**config.mk**
```make
export PLATFORM = sky130hd
export DESIGN_NAME = i2s_tx_flat
export DESIGN_NICKNAME = d
export VERILOG_FILES = /design/src/rtl/i2s_tx_if.sv /design/src/rtl/i2s_tx.sv /design/src/flat_wrapper.sv
export SDC_FILE = /design/constraint.sdc
export NUM_CORES = 1
export LEC_CHECK = 0
export ABC_AREA = 1
export CORE_MARGIN = 4
export CORE_UTILIZATION = 35
export CTS_BUF_LIST = sky130_fd_sc_hd__clkbuf_4
export DETAILED_ROUTE_END_ITERATION = 8
export PLACE_DENSITY_LB_ADDON = 0.08
export REMOVE_ABC_BUFFERS = 1
export SLEW_MARGIN = 20
export SYNTH_ARGS = -nofsm -noshare
export SYNTH_HDL_FRONTEND = slang
export SYNTH_SLANG_ARGS = --single-unit
```
**constraint.sdc**
```tcl
create_clock -name clk -period 2.7 [get_ports clk]
set_clock_uncertainty 0.1 [all_clocks]
set_input_delay 0.54 -clock clk [delete_from_list [all_inputs] [get_ports clk]]
set_output_delay 0.54 -clock clk [all_outputs]
set_load 0.01 [all_outputs]
```
**src/rtl/i2s_tx_if.sv**
```systemverilog
// Sample-pair handshake between an audio source and i2s_tx.
// A pair transfers on a clk edge where din_valid and din_ready are both 1; din_ready never depends on din_valid.
interface i2s_tx_if #(
  parameter int DW = 16
);
  logic [DW-1:0] din_left;
  logic [DW-1:0] din_right;
  logic          din_valid;
  logic          din_ready;

  modport master (output din_left, output din_right, output din_valid, input din_ready);
  modport slave  (input din_left, input din_right, input din_valid, output din_ready);
endinterface

```
**src/rtl/i2s_tx.sv**
```systemverilog
// I2S transmitter: divides clk into BCLK, serialises one held stereo pair per frame, standard or left-justified.
// Optional macro I2S_TX_REPEAT_EN: an underflow frame resends the last loaded pair instead of zeros.
module i2s_tx #(
  parameter int DW  = 16,
  parameter int DIV = 2
) (
  input  logic     clk,
  input  logic     rst,
  i2s_tx_if.slave  smp,
  input  logic     ws_align,
  output logic     i2s_clk,
  output logic     i2s_ws,
  output logic     i2s_dout,
  output logic     underflow
);
  localparam int KW = $clog2(2 * DW);
  localparam int CW = $clog2(DIV);
  localparam logic [KW-1:0] K_LAST = KW'(2 * DW - 1);
  localparam logic [CW-1:0] C_LAST = CW'(DIV - 1);

  logic [CW-1:0]   div_cnt;
  logic            div_wrap;
  logic            fall;
  logic            frame_start;
  logic [KW-1:0]   k;
  logic [KW-1:0]   k_next;

  logic            hold_full;
  logic [DW-1:0]   hold_l;
  logic [DW-1:0]   hold_r;
  logic            accept;
  logic            starved;

  logic [2*DW-1:0] sreg;
  logic [2*DW-1:0] new_pair;
  logic [2*DW-1:0] fill_pair;
  logic            lj_bit;
  logic            prev_lj;
  logic            mode;
  logic            mode_next;

  assign div_wrap    = (div_cnt == C_LAST);
  assign fall        = div_wrap & i2s_clk;
  assign frame_start = fall & (k == K_LAST);
  assign k_next      = (k == K_LAST) ? '0 : k + 1'b1;

  assign smp.din_ready = ~hold_full;
  assign accept        = smp.din_valid & ~hold_full;
  assign starved       = ~hold_full & ~accept;

`ifdef I2S_TX_REPEAT_EN
  logic [2*DW-1:0] last_pair;
  assign fill_pair = last_pair;

  always_ff @(posedge clk or posedge rst) begin
    if (rst) begin
      last_pair <= '0;
    end else if (frame_start && !starved) begin
      last_pair <= new_pair;
    end
  end
`else
  assign fill_pair = '0;
`endif

  // An accept landing on the frame-start edge with an empty holder feeds this frame directly.
  always_comb begin
    new_pair = fill_pair;
    if (hold_full) begin
      new_pair = {hold_l, hold_r};
    end else if (accept) begin
      new_pair = {smp.din_left, smp.din_right};
    end
  end

  assign lj_bit    = frame_start ? new_pair[2*DW-1] : sreg[2*DW-1];
  assign mode_next = frame_start ? ws_align : mode;

  always_ff @(posedge clk or posedge rst) begin
    if (rst) begin
      div_cnt <= '0;
      i2s_clk <= 1'b0;
    end else if (div_wrap) begin
      div_cnt <= '0;
      i2s_clk <= ~i2s_clk;
    end else begin
      div_cnt <= div_cnt + 1'b1;
    end
  end

  // Standard mode replays the previous slot's left-justified bit, giving the one-BCLK delay.
  always_ff @(posedge clk or posedge rst) begin
    if (rst) begin
      k        <= K_LAST;
      i2s_ws   <= 1'b1;
      i2s_dout <= 1'b0;
      prev_lj  <= 1'b0;
      mode     <= 1'b0;
      sreg     <= '0;
    end else if (fall) begin
      k        <= k_next;
      i2s_ws   <= (k_next >= KW'(DW));
      i2s_dout <= mode_next ? lj_bit : prev_lj;
      prev_lj  <= lj_bit;
      mode     <= mode_next;
      sreg     <= frame_start ? {new_pair[2*DW-2:0], 1'b0} : {sreg[2*DW-2:0], 1'b0};
    end
  end

  always_ff @(posedge clk or posedge rst) begin
    if (rst) begin
      hold_full <= 1'b0;
      hold_l    <= '0;
      hold_r    <= '0;
      underflow <= 1'b0;
    end else begin
      underflow <= frame_start & starved;
      if (frame_start) begin
        hold_full <= 1'b0;
      end else if (accept) begin
        hold_full <= 1'b1;
        hold_l    <= smp.din_left;
        hold_r    <= smp.din_right;
      end
    end
  end
endmodule

```
**src/flat_wrapper.sv**
```systemverilog
// flat-port wrapper written by rule: the top's interface ports become plain ports
module i2s_tx_flat 
#(
  parameter int DW  = 16,
  parameter int DIV = 2
)
  (clk, rst, ws_align, i2s_clk, i2s_ws, i2s_dout, underflow, smp_din_left, smp_din_right, smp_din_valid, smp_din_ready);
  i2s_tx_if #(.DW(DW)) smp_i ();
  input  logic clk;
  input  logic rst;
  input  logic ws_align;
  output logic i2s_clk;
  output logic i2s_ws;
  output logic i2s_dout;
  output logic underflow;
  input wire logic [$bits(smp_i.din_left)-1:0] smp_din_left;
  input wire logic [$bits(smp_i.din_right)-1:0] smp_din_right;
  input wire logic [$bits(smp_i.din_valid)-1:0] smp_din_valid;
  output wire logic [$bits(smp_i.din_ready)-1:0] smp_din_ready;
  assign smp_i.din_left = smp_din_left;
  assign smp_i.din_right = smp_din_right;
  assign smp_i.din_valid = smp_din_valid;
  assign smp_din_ready = smp_i.din_ready;
  i2s_tx #(.DW(DW), .DIV(DIV)) u_core (.clk(clk), .rst(rst), .smp(smp_i), .ws_align(ws_align), .i2s_clk(i2s_clk), .i2s_ws(i2s_ws), .i2s_dout(i2s_dout), .underflow(underflow));
endmodule
```
==> results.cfg <==
; synthesis and place-and-route metrics
[worst_hold_path]
hp-start = u_core.k[2]
min_to = u_core.k[2]
holdPathStages = 2

[synth]
synth_sequential_area_ratio = 0.5318
yosys-dominant-comb-family = simple AND/OR/NAND/NOR gates
synth_async_sr_flop_share = 1.000
yosysWarnings = 0
portion_of_netlist_area_occupied_by_mux_cells = 0
synth-compound-area-share = 0.09753
synth-cells-yosys = 438
top_cells_by_count = sky130_fd_sc_hd__nand2_1, sky130_fd_sc_hd__dfrtp_1, sky130_fd_sc_hd__nand3_1, sky130_fd_sc_hd__o21ai_0, sky130_fd_sc_hd__inv_1
post-synth-top-count-cell = sky130_fd_sc_hd__nand2_1
yosys.area_share.simple = 0.2696
ys_dominant_reg_cell = sky130_fd_sc_hd__dfrtp_1
synthTopCellsByArea = sky130_fd_sc_hd__dfrtp_1, sky130_fd_sc_hd__nand2_1, sky130_fd_sc_hd__nand3_1, sky130_fd_sc_hd__o21ai_0, sky130_fd_sc_hd__inv_1
library_cells_used_by_synthesis = 23
synth_chip_area_um2 = 3541
synth.ff_latch_count = 75
xor_share = 0
syn_area_per_cell_um2 = 8.084
edf_count = 0
yosys_top_cell_area_share = 0.4947
yosys.area_share.adder = 0.007067
post_syn_instances = 438
synth.largest_area_cell = sky130_fd_sc_hd__dfrtp_1

[power_and_ir_drop]
max-vdd-ir-drop_mv = 0.2737
combinational_cell_fraction_of_total_power = 0.090
power_per_cell_area_nw_per_um2 = 495.3
power_leakage_uw = 0.001997
seqPwrFrac = 0.589
clock_power_share = 0.321
netSwitchingFraction = 0.2454
switchingPower_uw = 502.9

[critical_path]
path_class = reg -> reg
type_of_element_launching_the_critical_path = flip-flop
critPathBufInv = 0
timing.reg2reg.worst_path_depth = 8
worstPathCellList = ha_1 -> nand2_1 -> nor2_1 -> ha_1 -> nand3_4 -> nand2_4 -> nand2_1 -> o21ai_1
cp_max_fo = 63
cpMaxStageDelayCell = sky130_fd_sc_hd__dfstp_2
timing.critical_path.max_delay_family = simple AND/OR/NAND/NOR gates
cp.arrival_ns = 2.42
crit_end = u_core.hold_r[13]
crit_path_start = u_core.k[1]
critPathMaxStageDelay_ns = 0.56
cp_num_cells = 8
reg2reg_from = u_core.k[1]
rrSetupSlack_ns = 0.50
reg2reg_to = u_core.hold_r[13]

[clock_tree]
htreeDepth = 3
clock_insertion_delay_worst_skew_ns = 0.39
ctsResizeCount = 0
cts_made_buffers = 9
cts_setup_buffers = 0
cts_tree = done
cts_buffer_depth = 2
cts.sink_count = 75
buffer_cell_driving_the_clock_tree_root = sky130_fd_sc_hd__clkbuf_4
cts-hold-fix-buffers = 0
clk_transition_reported_paths_ns = 0.12

[timing]
rsz0062_at_grt = no
worst_pin_slew_ns = 0.6732
finalCritPeriodShare = 0.8159
finalSetupViolCount = 0
finalHoldViolations = 0
setup_tns_ns = 0
fmaxAchievable_mhz = 453.9
min_period_ns = 2.203
timing.slew.headroom = 0.5505

[finish]
largest_class = flip-flops and latches
logic_area_um2 = 1325
drive_above_1_share = 0.06962
nFlopsAndLatches = 75
buffer_area_frac = 0.1137
synthToLayoutAreaGrowth_pct = 16.86
layout.clock.cell_area_share = 0.03054
clkbuf_count = 9
num-fill-cells = 1064
flop_area_um2 = 1883
final_nets = 507
num_antenna_cells = 0
comb_area_share = 0.3202
n_multi_input_combinational_cell = 293
nNonClkInverters = 44

[grt]
grt_pass1_vias = 2689
grt_max_degree = 76
grt_ovf = 0
grt_pass1_wl_um = 12980
antenna_violations_before_repair = 0

[die]
io_pins = 41
die_height_um = 108.6
core_area_um2 = 9819
tap-cell-count = 133
die_x_um = 108.6
rows = 36
core_util_floorplan = 0.3606
floorplan.die_area_um2 = 11790

[routing]
detail_route.drc_violations = 0
detailedRoute.firstIterationViolations = 131
via_count = 2891
route.final.wire_length_um = 7645
ant_nets = 0
dr.pass1.iters = 4
route.detailed.vias_per_inst = 4.763

[run_status]
status = finished clean

[placement]
io_buffer_count = 40
detailed_place_hpwl_um = 4506
finalWeightedCongestion = 0.6581
pre_cts_slack_ns = 0.3565

[job]
tool_warnings = 25
==> power groups by stage <==
stage	combinational, uW	clock [uW]	sequential (uW)
finish	185	657	1210
global route	218	729	1210
CTS	191	690	1210
detailed placement	190	0	1230
global placement	187	0	1230
floorplan	110	0	1220
==> state kept, by name, indices dropped and copies added (netlist names) <==
register          count
u_core.mode           1
u_core.div_cnt        1
u_core.sreg          31
u_core.hold_r        16
u_core.k              5
u_core.hold_l        16
u_core.i2s_clk        1
u_core.i2s_dout       1
u_core.underflow      1
u_core.hold_full      1
u_core.prev_lj        1
==> routing by layer <==
layer / part of all wire / routed length, um / vias up / track usage
met5: 0 / 0 / - / 0
met4: 0.010 / 77 / 0 / 0.05410
met3: 0.035 / 267 / 6 / 0.02209
met2: 0.46 / 3526 / 43 / 0.2184
met1: 0.49 / 3774 / 1381 / 0.1880
li1: - / - / 1461 / -
==> cells in the final DEF (no fill, tap or decap), drive strengths merged, types with 2 or more instances in the layout <==
cell type	n
nand2	148
dfrtp	70
nand3	66
o21ai	64
inv	43
clkdlybuf4s50	40
clkbuf	9
nor2	6
buf	6
clkinv	6
dfstp	5
nor3	2
a21oi	2
ha	2
==> tightest hold or removal path: cells and delay by family (launching register included) <==
kind            cells  cell delay, ns
buf+inv             1            0.04
flops               1            0.39
compound gates      1            0.05
==> through the flow <==
step | power (uW) | instances | hold WS (ns) | area, um2 | utilization
after global routing | 2162 | 607 | 0.3958 | 4138 | 0.4214
after CTS | 2088 | 607 | 0.3822 | 4138 | 0.4214
after detailed placement | 1418 | 591 | 0.3649 | 4011 | 0.4085
final | 2049 | 607 | 0.3767 | 4138 | 0.4214
after global placement | 1414 | 591 | 0.3554 | 4011 | 0.4085
after floorplan | 1332 | 412 | 0.3422 | 3374 | -
### Routing congestion map

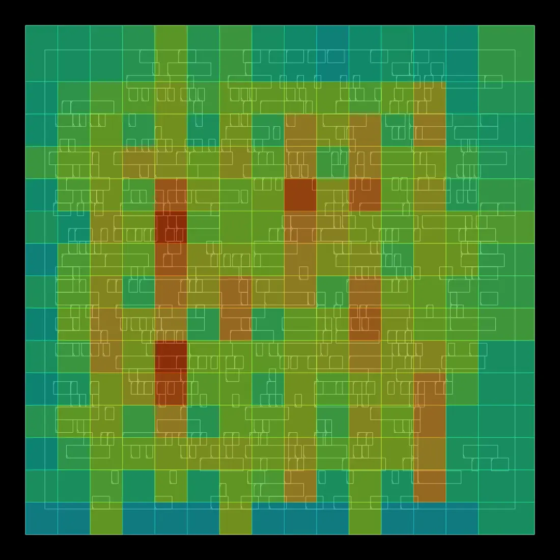
average detailed-routed wire length per instance: 12.59 um
met2 capacity usage during global routing: 0.2184
met1 track demand over resource: 0.1880

### Drive-strength map

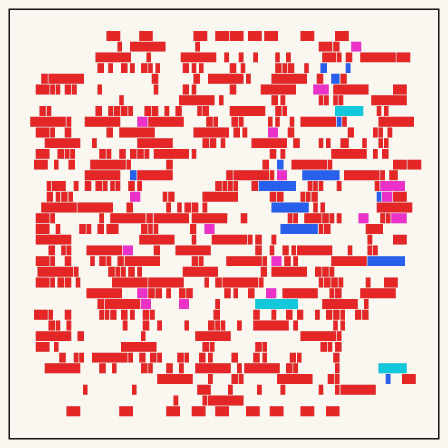
Blue stands for drive 2, cells 13, share 2.7%, most used dfstp_2. Cyan stands for drive 6 and up, cells 3, share 0.63%, most used buf_12. Magenta stands for drive 3 to 4, cells 17, share 3.6%, most used clkbuf_4. Red stands for drive 1 or less, cells 441, share 93%, most used nand2_1.
final worst setup slack: 0.4971 ns
post-route cell area: 4138 um2
count of buffers not belonging to the clock network in the layout: 46

### Placed cells, one colour a class

Scale bar: 20 um.
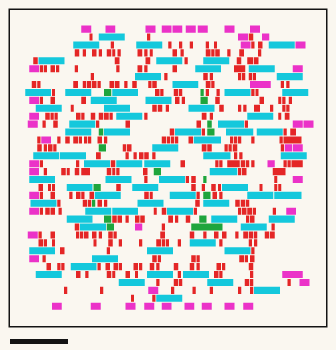
Red stands for all other logic, cells 337, share of their area 38%. Green stands for clock drivers and dummy loads, cells 16, share of their area 3.2%. Magenta stands for other buffers and delay cells, cells 46, share of their area 12%. Cyan stands for flops, cells 75, share of their area 47%.

### Wires at chosen ports, followed through buffers

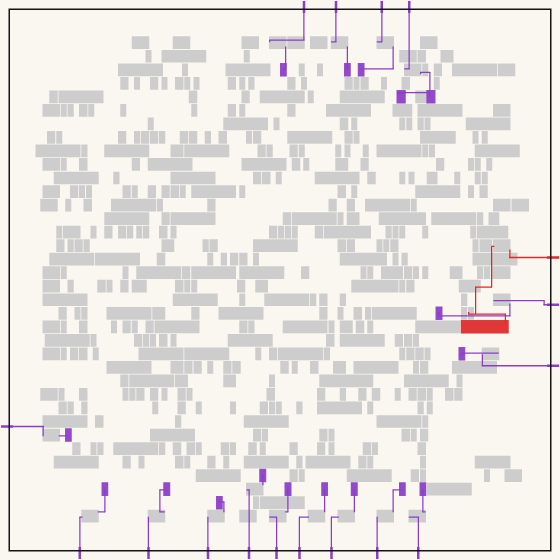
Purple stands for smp_din_left, bits 16, direction input, edge 9 bottom, 4 top, 2 right, 1 left, end cells 17, buffers 16, wire 249 um. Red stands for i2s_ws, bits 1, direction output, edge right, end cells 1, buffers 1, wire 35.8 um.

### Signal metal coverage by tile

Scale bar: 20 um. 22 x 22 tiles, from dark purple (low) to yellow (high), scaled to the fullest tile. Values are wire area over tile area, all layers added.
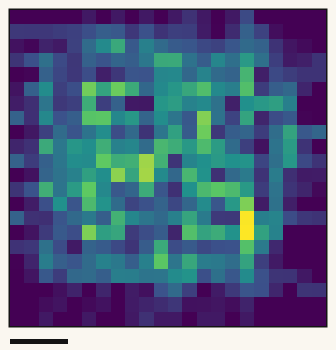
16% of the tiles are nearly empty. 16% of the tiles are over half the peak. The mean over all tiles is 0.10. The fullest tile reaches 0.37. The densest ninth of the die: centre.

Power figures rest on the tool's default switching activity, not on a simulated workload.
